**src/rtl/circ_fifo_param.sv**
```systemverilog
// Parametrised circular-buffer FIFO: registered read data with valid strobe,
// optional overwrite-oldest, occupancy flags, overflow/underflow pulses and sticky error.
module circ_fifo_param #(
  parameter int WIDTH     = 8,
  parameter int DEPTH     = 8,
  parameter int AF_THRESH = DEPTH - 1,
  parameter int AE_THRESH = 1,
  parameter int OVERWRITE = 0
) (
  input  logic                       CLK,
  input  logic                       RESET,
  input  logic                       clear,
  input  logic                       wr_en,
  input  logic [WIDTH-1:0]           wr_data,
  input  logic                       rd_en,
  output logic [WIDTH-1:0]           rd_data,
  output logic                       rd_valid,
  output logic                       fifo_empty,
  output logic                       fifo_full,
  output logic                       almost_full,
  output logic                       almost_empty,
  output logic [$clog2(DEPTH+1)-1:0] count,
  output logic                       overflow,
  output logic                       underflow,
  output logic                       error
);

  localparam int CW = $clog2(DEPTH + 1);
  localparam int PW = $clog2(DEPTH);
  localparam logic [CW-1:0] DEPTH_C = CW'(DEPTH);
  localparam logic [CW-1:0] AF_C    = CW'(AF_THRESH);
  localparam logic [CW-1:0] AE_C    = CW'(AE_THRESH);

  logic [WIDTH-1:0] mem [DEPTH];
  logic [PW-1:0]    wr_ptr, rd_ptr;
  logic             rd_acc, wr_ok, ovw, wr_mem, ovf_n, udf_n;

  // Depth need not be a power of two, so wrap is an explicit compare.
  function automatic logic [PW-1:0] ptr_inc(input logic [PW-1:0] p);
    return (p == PW'(DEPTH - 1)) ? '0 : p + PW'(1);
  endfunction

  assign fifo_empty   = (count == '0);
  assign fifo_full    = (count == DEPTH_C);
  assign almost_full  = (count >= AF_C);
  assign almost_empty = (count <= AE_C);

  // A read freeing a slot lets a write into a full FIFO in the same cycle.
  assign rd_acc = !clear && rd_en && !fifo_empty;
  assign wr_ok  = !clear && wr_en && (!fifo_full || rd_acc);
  assign ovf_n  = !clear && wr_en && fifo_full && !rd_acc;
  assign ovw    = (OVERWRITE != 0) && ovf_n;
  assign wr_mem = wr_ok || ovw;
  assign udf_n  = !clear && rd_en && fifo_empty;

  always_ff @(posedge CLK) begin
    if (wr_mem) mem[wr_ptr] <= wr_data;
  end

  always_ff @(posedge CLK or negedge RESET) begin
    if (!RESET) begin
      wr_ptr    <= '0;
      rd_ptr    <= '0;
      count     <= '0;
      rd_data   <= '0;
      rd_valid  <= 1'b0;
      overflow  <= 1'b0;
      underflow <= 1'b0;
      error     <= 1'b0;
    end else if (clear) begin
      wr_ptr    <= '0;
      rd_ptr    <= '0;
      count     <= '0;
      rd_valid  <= 1'b0;
      overflow  <= 1'b0;
      underflow <= 1'b0;
      error     <= 1'b0;
    end else begin
      rd_valid  <= rd_acc;
      overflow  <= ovf_n;
      underflow <= udf_n;
      if (rd_acc) rd_data <= mem[rd_ptr];
      // Overwrite drops the oldest entry, so the read pointer moves with the write.
      if (rd_acc || ovw) rd_ptr <= ptr_inc(rd_ptr);
      if (wr_mem) wr_ptr <= ptr_inc(wr_ptr);
      unique case ({wr_ok, rd_acc})
        2'b10:   count <= count + CW'(1);
        2'b01:   count <= count - CW'(1);
        default: ;
      endcase
      if (udf_n || (ovf_n && (OVERWRITE == 0))) error <= 1'b1;
    end
  end

endmodule

```
**config.mk**
```make
export PLATFORM = sky130hd
export DESIGN_NAME = circ_fifo_param
export DESIGN_NICKNAME = d
export VERILOG_FILES = /design/src/rtl/circ_fifo_param.sv
export SDC_FILE = /design/constraint.sdc
export NUM_CORES = 1
export LEC_CHECK = 0
export CAP_MARGIN = 5
export CORE_MARGIN = 8
export CORE_UTILIZATION = 60
export DETAILED_ROUTE_END_ITERATION = 7
export MAX_ROUTING_LAYER = met4
export PLACE_DENSITY = 0.82
export SLEW_MARGIN = 0
export SYNTH_ARGS = -nofsm -noshare
export SYNTH_HDL_FRONTEND = slang
export SYNTH_SLANG_ARGS = --single-unit
```
**constraint.sdc**
```tcl
create_clock -name CLK -period 6.8 [get_ports CLK]
set_input_delay 1.36 -clock CLK [delete_from_list [all_inputs] [get_ports CLK]]
set_output_delay 1.36 -clock CLK [all_outputs]
set_load 0.01 [all_outputs]
```
Nets reached from selected ports:
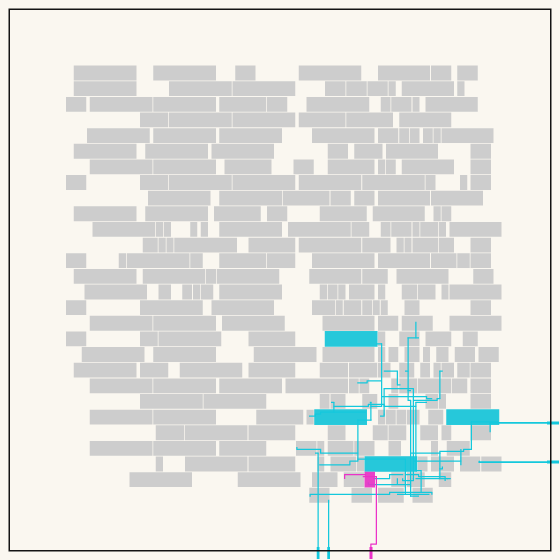
port	color	bits	direction	end cells	wire
`count`	cyan	4	output	4	340 um
`almost_empty`	magenta	1	output	1	20.0 um

Routed metal per tile:
19 x 19 tiles, from black (low) to pale yellow (high), scaled to the fullest tile. Values are wire area over tile area, all layers added.
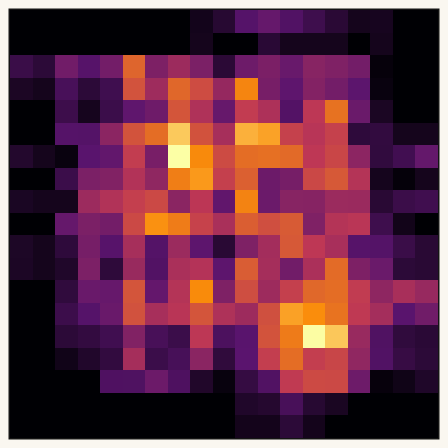
mean over tiles	0.13
fullest tile	0.49
nearly empty tiles	23%
densest ninth of the die	middle
emptiest ninth of the die	bottom left
routed length per instance: 21.0 um
final routed wirelength across all metal layers: 7160 um
global routing usage summed across all routing layers: 18.1%
vias: 2042

Register map, names as in the netlist:
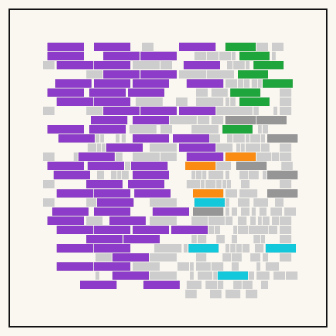
signal	color	flops
`mem`	purple	64
`count`	cyan	4
`rd_data`	green	8
`wr_ptr`	orange	3
not colored	7
sequential logic power: 650 uW
Seq. cell area: 2470 um^2
share of the core filled with cells: 71.5%
sequential cell area share: 58.7%

==> datasheet_impl.txt <==
Characteristics after synthesis and place and route

Parameter                              Value

Detailed routing
  First-pass DRT Iterations    4
  Met1 layer wirelength in the final routing    3320 um
  Post-route DRC violation count    0
  Initial DRC Count    99
  Final ANT Viol Nets    0

Synthesis
  Top cells by instance count after synthesis    64 x edfxtp_1, 22 x dfrtp_1, 20 x nor2_1, 16 x mux4_2
  Area share of the largest cell type after synthesis    a little over half
  Yosys stat cell total    between 200 and 250
  Top cells by area in the synthesized netlist    edfxtp_1 53%, dfrtp_1 15%, mux4_2 9.9%
  Cell type contributing the most total cell area after synthesis    edfxtp_1
  Area figure in the yosys stat output    roughly 3600 um^2
  Number of flops mapped to enable cells by yosys    between 60 and 70
  Share of synthesized area occupied by flip-flops and latches    around two thirds
  Number of warning messages in the yosys log    0
  Flip-flop cell with the highest count after synthesis    edfxtp_1
  Post-synthesis cell area    around 3600 um^2
  Most repeated cell in the gate-level netlist after synthesis    edfxtp_1

GRT
  Most Crowded Layer GR    met1
  GRT met1 Usage    between 20% and 30%
  Global-route congestion overflow total    0
  Global-route wire length before repair    about 11000 um
  Initial antenna violation count    0

Layout
  Number of diodes added for antenna fixing    0
  Clock buffers and inverters, area share    4.81%
  Area Overhead vs Synth    15.6%
  Combinational cell area excluding buffers and inverters    between 1000 and 1500 um^2
  Post-layout instance area    approximately 4200 um^2
  Registers with the highest flip-flop counts    mem (64), rd_data (8), count (4)
  Number of flip-flops in the largest register    64
  Number of nets in the layout    roughly 280
  Share of final-layout standard cells stronger than drive strength 1    between 10 and 15%
  Top cell category    sequential cells
  Non-Clock Buffer Area Fraction    approximately 7.6%
  Comb/total area    25.9%
  Multi-input gates    125
  Number of fill cells in the layout    between 300 and 400
  Most frequent logic cells in the routed design    64 x edfxtp_1, 32 x clkdlybuf4s50_1, 22 x dfrtp_1
  Inverter tally of the final layout excluding the clock network    7
  Most common logic cell in the routed design    edfxtp_1

Clocking
  Post-CTS Setup Inserts    0
  CTS tree    built
  CTS HTree Levels    3
  Insertion delay at the late pin of the worst-skew pair    0.35 ns
  Worst-path clk slew    roughly 0.090 ns

Power and ir drop
  Net switching share of the total power    roughly 28%
  Largest vdd supply drop    around 0.00019 V
  P_clk    roughly 360 uW
  PD cells    305 nW/um^2
  Biggest power consumer among the groups    sequential cells
  LEAKAGE    1.45 nW
  Share of total power in combinational logic    between 20% and 30%
  Switch Pwr    around 360 uW
  Clk pwr share    28.1%

Final timing
  Final worst-path cycle share    55.5%
  Clock Skew    about 0.010 ns
  Setup tns final    0 ns
  Number of pins exceeding their max-slew limit in the final report    0
  Final Hold Violating Endpoints    0
  Worst hold-check slack    between 0.5 and 0.6 ns
  Setup violation total in the final timing report    0

Worst setup path
  Cell type of the slowest stage on the worst timing path    nor3_1
  Crit path largest cell delay    between 0.8 and 0.9 ns
  Minimum setup slack among reg-to-reg paths    ~3.6 ns
  Worst setup path endpoint    mem[0][5]$_DFFE_PP_
  Timing startpoint of the critical path    rd_en
  Max FO, Critical Path    8
  Required @ worst endpoint    6.77 ns
  Stages on worst setup path    5

Placement
  Total of buffers placed on input and output ports    32
  Cell Area, Placed    about 4000 um^2
  DP HPWL    between 5000 and 6000 um

Outcome
  Result of the run    complete, no violations

Die
  Die height    ~94 um
  Initial cell density of the core    approximately three fifths
  Overall die area    8820 um^2

Min path
  Endpoint, Worst Hold    rd_data[6]$_DFFE_PN0P_
  Hold Path Cell Cnt    2
  Origin of the worst min-delay path    rd_data[6]$_DFFE_PN0P_
  HP Class    flip-flop to flip-flop

Flow run
  OpenROAD warning count    29
  Max-capacitance violation count    0
Placement view:
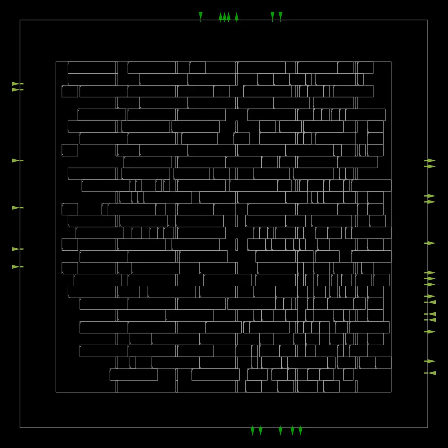
count of inserted tapcells: 75
# rows: 28
flip-flops: 86

Met3 routing:
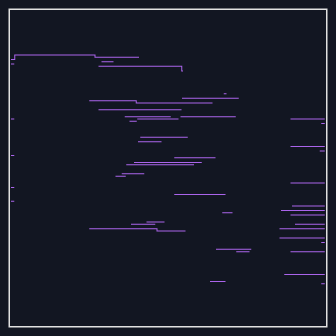
main direction	horizontal
nets with wire on the layer	40
wire length on this layer	473 um
met3 global-route usage: 4.96%

-- kinds of logic (layout without fill, tap and decap cells) --
kind of cell    count (synthesis)  count (layout)  synth area share (%)
mux                            27              27                  12.9
simple gates                   61              61                  8.65
compound gates                 29              29                  5.56
flops                          86              86                  67.9
fa+ha+maj                       8               8                  2.75
buf+inv                        16              55                  2.23
-- per-stage QoR --
| step | power, mW | utilization (%) | setup slack (ns) | instances |
|---|---|---|---|---|
| finish | 1.28 | 71.5 | 3.03 | 341 |
| global route | 1.34 | 71.5 | 2.71 | 341 |
| CTS | 1.29 | 71.5 | 3.01 | 341 |
| detailed placement | 0.936 | 68.1 | 2.64 | 325 |
| global placement | 0.929 | 68.1 | 2.68 | 325 |
| floorplan | 0.808 | - | 3.74 | 227 |
No activity file was given, so power comes from the tool's default toggle rates.
